[config.mk]
export PLATFORM = sky130hd
export DESIGN_NAME = fifo_word_packer
export DESIGN_NICKNAME = d
export VERILOG_FILES = /design/src/rtl/fifo_word_packer.sv
export SDC_FILE = /design/constraint.sdc
export NUM_CORES = 1
export LEC_CHECK = 0
export ABC_AREA = 1
export CORE_UTILIZATION = 62
export DETAILED_ROUTE_END_ITERATION = 16
export DONT_BUFFER_PORTS = 1
export PLACE_DENSITY = 0.78
export SLEW_MARGIN = 15
export SYNTH_ARGS = -nofsm -noshare
export SYNTH_HDL_FRONTEND = slang
export SYNTH_SLANG_ARGS = --single-unit
[constraint.sdc]
create_clock -name clk -period 6 [get_ports clk]
set_clock_uncertainty 0.1 [all_clocks]
set_input_delay 1.2 -clock clk [delete_from_list [all_inputs] [get_ports clk]]
set_output_delay 1.2 -clock clk [all_outputs]
set_load 0.01 [all_outputs]
[src/rtl/fifo_word_packer.sv]
// Packs WIDTH-bit bytes popped from a synchronous FIFO into PACK-byte words, little-endian.
// Optional out_parity output (even parity of out_data) enabled by FIFO_WORD_PACKER_PARITY_EN.
module fifo_word_packer #(
    parameter int unsigned WIDTH = 8,
    parameter int unsigned PACK  = 4
) (
    input  logic                         clk,
    input  logic                         rst,
    input  logic                         fifo_empty,
    output logic                         fifo_rd_en,
    input  logic [WIDTH-1:0]             fifo_dout,
    input  logic                         flush,
    output logic                         out_valid,
    input  logic                         out_ready,
    output logic [WIDTH*PACK-1:0]        out_data,
    output logic [$clog2(PACK+1)-1:0]    out_cnt
`ifdef FIFO_WORD_PACKER_PARITY_EN
    ,
    output logic                         out_parity
`endif
);

    localparam int unsigned CW = $clog2(PACK + 1);
    localparam int unsigned SW = CW + 1;
    localparam int unsigned DW = WIDTH * PACK;

    typedef enum logic [1:0] {
        FILL,
        DRAIN,
        HOLD
    } state_t;

    state_t          state;
    state_t          state_nxt;
    logic [CW-1:0]   cnt;
    logic            pend;
    logic [DW-1:0]   asm_q;
    logic            out_free_c;
    logic            load_c;
    logic            last_byte_c;

    // Pop only while filling and while the outstanding byte plus held bytes leave room.
    always_comb begin
        fifo_rd_en = !rst && !fifo_empty && (state == FILL) &&
                     ((SW'(cnt) + SW'(pend)) < SW'(PACK));
    end

    always_comb begin
        out_free_c  = !out_valid || out_ready;
        load_c      = (state == HOLD) && out_free_c;
        last_byte_c = pend && ((SW'(cnt) + SW'(1)) == SW'(PACK));
    end

    always_ff @(posedge clk or posedge rst) begin
        if (rst) begin
            state <= FILL;
        end else begin
            state <= state_nxt;
        end
    end

    // Going to HOLD on the edge that captures the last byte keeps the word period at PACK+2.
    always_comb begin
        state_nxt = state;
        case (state)
            FILL: begin
                if (last_byte_c) begin
                    state_nxt = HOLD;
                end else if (flush && ((cnt != '0) || pend)) begin
                    state_nxt = DRAIN;
                end
            end
            DRAIN: begin
                if (!pend) begin
                    state_nxt = HOLD;
                end
            end
            HOLD: begin
                if (out_free_c) begin
                    state_nxt = FILL;
                end
            end
            default: state_nxt = FILL;
        endcase
    end

    // Assembly register: the byte popped last cycle lands in lane cnt.
    always_ff @(posedge clk or posedge rst) begin
        if (rst) begin
            pend  <= 1'b0;
            cnt   <= '0;
            asm_q <= '0;
        end else begin
            pend <= fifo_rd_en;
            if (load_c) begin
                cnt   <= '0;
                asm_q <= '0;
            end else if (pend) begin
                for (int unsigned k = 0; k < PACK; k++) begin
                    if (cnt == CW'(k)) begin
                        asm_q[k*WIDTH +: WIDTH] <= fifo_dout;
                    end
                end
                cnt <= cnt + CW'(1);
            end
        end
    end

    always_ff @(posedge clk or posedge rst) begin
        if (rst) begin
            out_valid <= 1'b0;
            out_data  <= '0;
            out_cnt   <= '0;
        end else if (load_c) begin
            out_valid <= 1'b1;
            out_data  <= asm_q;
            out_cnt   <= cnt;
        end else if (out_ready) begin
            out_valid <= 1'b0;
        end
    end

`ifdef FIFO_WORD_PACKER_PARITY_EN
    always_ff @(posedge clk or posedge rst) begin
        if (rst) begin
            out_parity <= 1'b0;
        end else if (load_c) begin
            out_parity <= ^asm_q;
        end
    end
`endif

endmodule

### Local utilization, run 1

(4 px per um) 7 x 7 tiles, from black (low) to pale yellow (high), 0 to 100% covered.
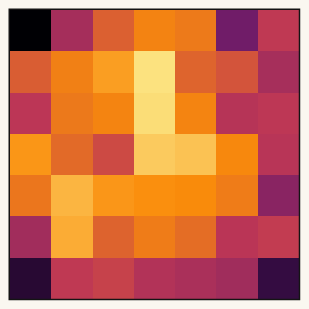
mean over tiles = 60%
emptiest ninth of the die = south-east
tiles over 75% full = 20%
fullest tile = 94%
Initial Util: 0.646
fin util: 0.676
core area: 0.00472 mm2

### Placed cells, one color a class, run 1

(4 px per um)
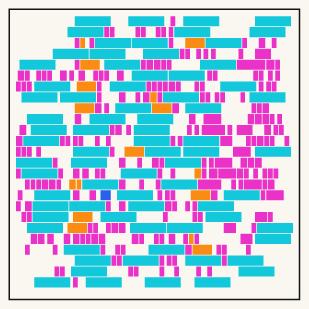
magenta -> combinational and other logic  # cells 236
orange -> clock drivers and dummy loads  # cells 16
blue -> remaining buffers and delay cells  # cells 1
cyan -> sequential cells  # cells 74
Seq area share: 0.580
Row Count: 25
final instance area: 0.00319 mm2

### Pin map, run 1

(4 px per um) Pins as bars across the die edge, other pins in gray.
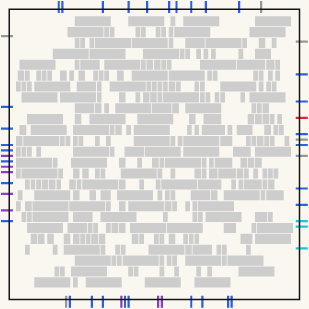
purple -> fifo_dout  # pins 8, direction input, edge 5 west, 3 south
red -> flush  # pins 1, direction input, edge east
cyan -> out_cnt  # pins 3, direction output, edge east
blue -> out_data  # pins 32, direction output, edge 10 north, 9 south, 7 west, 6 east
Port Buffers: 0
die height: 72.2 um
Die Width: 72.2 um

### Signal wires by layer, run 1

(4 px per um)
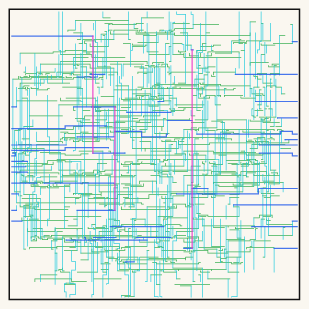
cyan -> metal 2  # wire length 2800 um
blue -> metal 3  # wire length 410 um
magenta -> metal 4  # wire length 105 um
green -> metal 1  # wire length 2580 um
routed vias: 2106
final wirelength: 5.90 mm

[run 1: routing by layer]
layer | track usage | share of wire | vias to the layer above
met5 | 0 | 0 | -
met4 | 0.118 | 0.018 | 0
met3 | 0.0625 | 0.069 | 9
met2 | 0.387 | 0.47 | 63
met1 | 0.345 | 0.44 | 1023
li1 | - | - | 1011
[run 1: cell type report]
type	instances	area (um2)	area share
clock inverters	3	15.0	0.00470
clock buffers	13	149	0.0466
repair buffers	1	7.51	0.00235
multi-input cells	221	1030	0.322
flip-flops and latches	74	1850	0.580
inverters	15	56.3	0.0176
well taps	67	83.8	0.0263
[run 1: through the flow]
step	std cells	setup WS (ps)
after global placement	378	2750
after floorplan	324	1480
after global routing	394	2630
after CTS	394	2740
after detailed placement	378	2740
final	394	2740
[run 1: flip-flops by register name (all words and copies together) (netlist names)]
signal,cells
out_data,32
out_valid,1
cnt,3
pend,1
state,2
asm_q,32
out_cnt,3
[run 1: cell usage in the layout (no fill, tap or decap)]
| cell | Yosys | layout |
|---|---|---|
| a21oi_1 | 2 | 2 |
| a21oi_2 | 1 | 1 |
| a21oi_4 | 2 | 2 |
| buf_4 | 3 | 1 |
| clkbuf_1 | 0 | 3 |
| clkbuf_8 | 0 | 10 |
| clkinv_2 | 0 | 3 |
| dfrtp_1 | 74 | 74 |
| ha_1 | 6 | 6 |
| inv_1 | 13 | 12 |
| inv_2 | 2 | 3 |
| nand2_1 | 143 | 143 |
| nand2_2 | 2 | 2 |
| nand3_1 | 14 | 14 |
| nor2_1 | 8 | 8 |
| nor2_4 | 2 | 2 |
| nor2_8 | 1 | 1 |
| nor3_1 | 1 | 1 |
| o21ai_0 | 29 | 29 |
| o21ai_1 | 7 | 7 |
| o21ai_2 | 3 | 3 |
==> flow_metrics.tcl, run 1 <==
# implementation run metrics
set metrics [dict create \
    min_period_ps 3260 \
    crit_end "fifo_rd_en" \
    finalHoldViolations 0 \
    worstSkewPairLatency_ps 340 \
    rsz0062_at_grt "false" \
    cts.path.max_buffers 2 \
    final.setup.tns_ps 0 \
    yosysSeqAreaShare 0.607 \
    cp.depth 3 \
    nFillCells 364 \
    cell_internal_pwr_mw 1.02 \
    ant_nets 0 \
    ys_seq_elements 74 \
    syn_inst 324 \
    grt_max_degree 57 \
    yosys.area.top_type "dfrtp_1" \
    pg_clk_mw 0.329 \
    switchingPower_mw 0.655 \
    track_usage 0.253 \
    diodes 0 \
    required_ps 4700 \
    r2r_start "out_valid" \
    edf_count 0 \
    cts_root_buf "clkbuf_8" \
    total_power_mw 1.67 \
    worstPathBufferInverterCount 1 \
    dieArea_mm2 0.00521 \
    boundaryPins 50 \
    dp_hpwl_mm 3.85 \
    combPwrFrac 0.264 \
    worst_slew_pin_slew_ps 933 \
    top_cell "nand2_1" \
    num-nets-final 341 \
    holdWs_ps 367 \
    antenna_found_initial 0 \
    ys_cells 324 \
    openroad.warnings 30 \
    setup_viol 0 \
    p_per_area_mw_per_mm2 523 \
    path_max_fanout 21 \
    ys_sh_xor 0 \
    grt_pass1_wl_mm 9.63 \
    ys_top_cells_by_count "nand2_1, dfrtp_1, o21ai_0" \
    p_seq_frac 0.539 \
    path_delay_family "buffers and inverters" \
    slew_headroom 0.377 \
    ys_sh_adder 0.0246 \
    gp_congestion 0.811 \
    outcome "complete, no violations" \
    maxCapViolCount 0 \
    tritoncts "done" \
    topCellsByArea "dfrtp_1, nand2_1, o21ai_0, ha_1, nand3_1" \
    holdBufCountCts 0 \
    ys.flop_type "dfrtp_1" \
    p_leak_nw 1.67 \
    reg2reg_depth 6 \
    hp-class "reg2reg" \
    synth.logic.top_family "simple AND/OR/NAND/NOR gates" \
    worstSetupPathType "in2out" \
    htree_num_levels 3 \
    drtIter0Drc 182 \
    ir_drop_mv 0.247 \
    area_delta_synth_final_pct 4.59 \
    sequentialPower_mw 0.901 \
    dr.pass1.iters 5 \
    synthDistinctLibCells 20 \
    ys_sh_mux 0 \
    placed_cell_area_mm2 0.00303 \
    r2r_slack_ps 3650 \
    hold_path_depth 2 \
    fin_crit_sh 0.543 \
    syn-num-nets 343 \
    cts_buffers 9 \
    grt-ovfl-total 0 \
    yosysWarnings 0 \
    aoi_share 0.0844 \
    hold_start "asm_q[2]" \
    worstHoldEndpoint "out_data[2]" \
    netSwitchingFraction 0.392 \
    ys_chip_area_mm2 0.00305 \
    post_cts_buffers 0 \
    critPathLaunch "rst" \
    simple_gate_share 0.228 \
    crit_path_max_incr_delay_ps 320 \
    avgSynthCellArea_um2 9.42 \
    worstReg2RegEnd "asm_q[0]" \
    top_cell_area_share 0.607 \
    clock_sinks 74 \
    drv_slew 0 \
    crit_path_end_kind "output port" \
    startpoint_type "input pin" \
]
### Clock wiring as the flow saved it, run 1

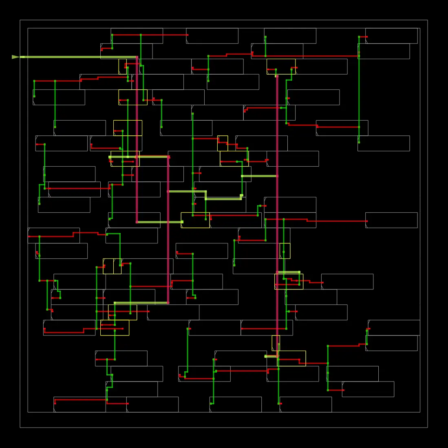

--- run 2 (diff from run 1) ---
CORE_UTILIZATION = 56   (was 62)
PLACE_DENSITY = 0.74   (was 0.78)
clock period = 2.95 ns   (was 6 ns; I/O delays follow)
### Clock wiring as the flow saved it, run 2

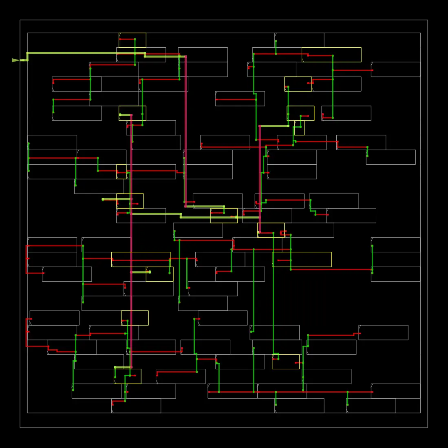
Clock net power: 0.962 mW
clk_lat worst skew: 340 ps
CTS sink cnt: 74

==> run 2 against run 1 <==
Against the previous run:
- register-to-register slack lost 2700 ps
- non-clock buffer count up 1
- setup slack lost 1900 ps
- cell area grew 3.2%
- highest routed layer unchanged
- global-route usage shrank 1.9 points
- clock power went up to 2.9 times the previous value
- power increased by 120%
- critical endpoint unchanged
- synthesized area is the same
- critical path depth unchanged
==> flow_metrics.tcl, run 2 <==
# implementation run metrics
set metrics [dict create \
    outcome "complete, no violations" \
    dr.pass1.iters 4 \
    dieArea_mm2 0.00575 \
    worst_ep_arrival_time_ps 1390 \
    final.setup.tns_ps 0 \
    hold_start "out_ready" \
    ys_chip_area_mm2 0.00305 \
    drv_slew 0 \
    grt_pass1_wl_mm 9.51 \
    topCellsByArea "dfrtp_1, nand2_1, o21ai_0, ha_1, nand3_1" \
    reg2reg_depth 7 \
    track_usage 0.234 \
    drive_gt1_frac 0.0976 \
    yosys.area.top_type "dfrtp_1" \
    portBuffers 0 \
    ys_sh_adder 0.0246 \
    syn_inst 324 \
    total_power_mw 3.68 \
    min_period_ps 2080 \
    r2r_slack_ps 920 \
    worstReg2RegEnd "out_cnt[2]" \
    holdWs_ps 252 \
    grt_max_degree 75 \
    required_ps 2260 \
    fmax_mhz 481 \
    ys_seq_elements 74 \
    rsz0062_at_grt "false" \
    cts_buffers 9 \
    final_layout_top_logic_cells "nand2_1, dfrtp_1, o21ai_0" \
    diodes 0 \
    ys_sh_xor 0 \
    worstSetupPathType "reg2out" \
    ys_sh_mux 0 \
    avgSynthCellArea_um2 9.42 \
    fin_crit_sh 0.705 \
    ys_cells 324 \
    boundaryPins 50 \
    reg.largest.list "asm_q (32), out_data (32)" \
    p_leak_nw 1.71 \
    post_cts_buffers 0 \
    cts_resized 0 \
    aoi_share 0.0844 \
    grt-ovfl-total 0 \
    yosysWarnings 0 \
    crit_path_end_kind "output port" \
    dp_hpwl_mm 3.73 \
    worst_slew_pin_slew_ps 912 \
    post-route-drc-count 0 \
    p_per_area_mw_per_mm2 1120 \
    critPathLaunch "state[1]" \
    ys.flop_type "dfrtp_1" \
    r2r_start "state[0]" \
    setup_viol 0 \
    finalHoldViolations 0 \
    async_flop_share 1.00 \
    wl_mm 5.71 \
    hp-class "in2reg" \
    num-nets-final 342 \
    htree_num_levels 3 \
    grt_pass1_vias 2046 \
    gp_congestion 0.779 \
    simple_gate_share 0.228 \
    syn-num-nets 343 \
    area_delta_synth_final_pct 7.95 \
    openroad.warnings 30 \
    cts_root_buf "clkbuf_8" \
    startpoint_type "flop" \
    cts.path.max_buffers 2 \
    path_max_fanout 4 \
    chipWidth_um 75.8 \
    synthDistinctLibCells 20 \
    antenna_found_initial 0 \
    layout_top_cell "nand2_1" \
    crit_end "fifo_rd_en" \
    ir_drop_mv 0.606 \
    fp.dieH_um 75.8 \
    yosysSeqAreaShare 0.607 \
    top_cell "nand2_1" \
    ys_top_cells_by_count "nand2_1, dfrtp_1, o21ai_0" \
    top_cell_area_share 0.607 \
    wl_per_cell_um 14.3 \
    tritoncts "done" \
    num_vias 2039 \
    ant_nets 0 \
    clk_pin_slew_ps 70 \
    fp-utilization 0.590 \
    synth.logic.top_family "simple AND/OR/NAND/NOR gates" \
    maxCapViolCount 0 \
    slew_headroom 0.392 \
    viasPerCell 5.12 \
    drtIter0Drc 154 \
    core_mm2 0.00517 \
    synth_area_mm2 0.00305 \
    holdBufCountCts 0 \
    rows 26 \
    edf_count 0 \
]
==> run 2: cell counts after synthesis <==
Identical to the previous run, type by type.
==> run 2: worst min path at each step <==
stage | cells past startpoint | endpoint | slack, ps
6_report | 1 | out_valid | 250
5_1_grt | 1 | out_valid | 240
3_3_place_gp | 2 | out_data[28] | 360
2_1_floorplan | 2 | out_data[0] | 350
4_1_cts | 1 | out_valid | 240
3_5_place_dp | 2 | out_data[28] | 360
==> run 2: per-layer routing <==
layer  GRT usage  vias to the layer above  wire length, um
li1            -                     1013                -
met1       0.342                      969             2720
met2       0.329                       47             2590
met3      0.0820                       10              312
met4      0.0741                        0               94
met5           0                        -                0
==> run 2: final cells by class <==
class                      instances  area (um2)
tap                               70        87.6
sequential                        74        1850
inverter                          15        60.1
clock inverter                     5         100
fill                             443        1880
multi-input combinational        221        1030
timing repair buffer               2        15.0
clock buffer                      11         151
==> run 2: metrics by stage <==
stage | util | std cells | area [um2] | worst slack (ps)
finish | 0.637 | 398 | 3300 | 871
CTS | 0.637 | 398 | 3300 | 854
floorplan | - | 324 | 3060 | 249
global route | 0.637 | 398 | 3300 | 693
global placement | 0.589 | 382 | 3040 | 878
detailed placement | 0.589 | 382 | 3040 | 859
==> run 2: report_power, final <==
group | internal (mW) | leakage [nW] | switching (mW)
Clock | 0.605 | 0.129 | 0.357
Combinational | 0.305 | 0.616 | 0.581
Sequential | 1.44 | 0.964 | 0.389
==> run 2: cell families after synthesis <==
kind of cell,count (synthesis)
simple gates,171
flops,74
compound gates,44
buf+inv,29
fa+ha+maj,6
==> run 2: worst max-delay path: stages, from the launching register on <==
cell and delay [ps]:
dfrtp_1 400, nor2_1 240, nand3_1 120, a21oi_1 290
Power figures rest on the tool's default switching activity, not on a simulated workload.
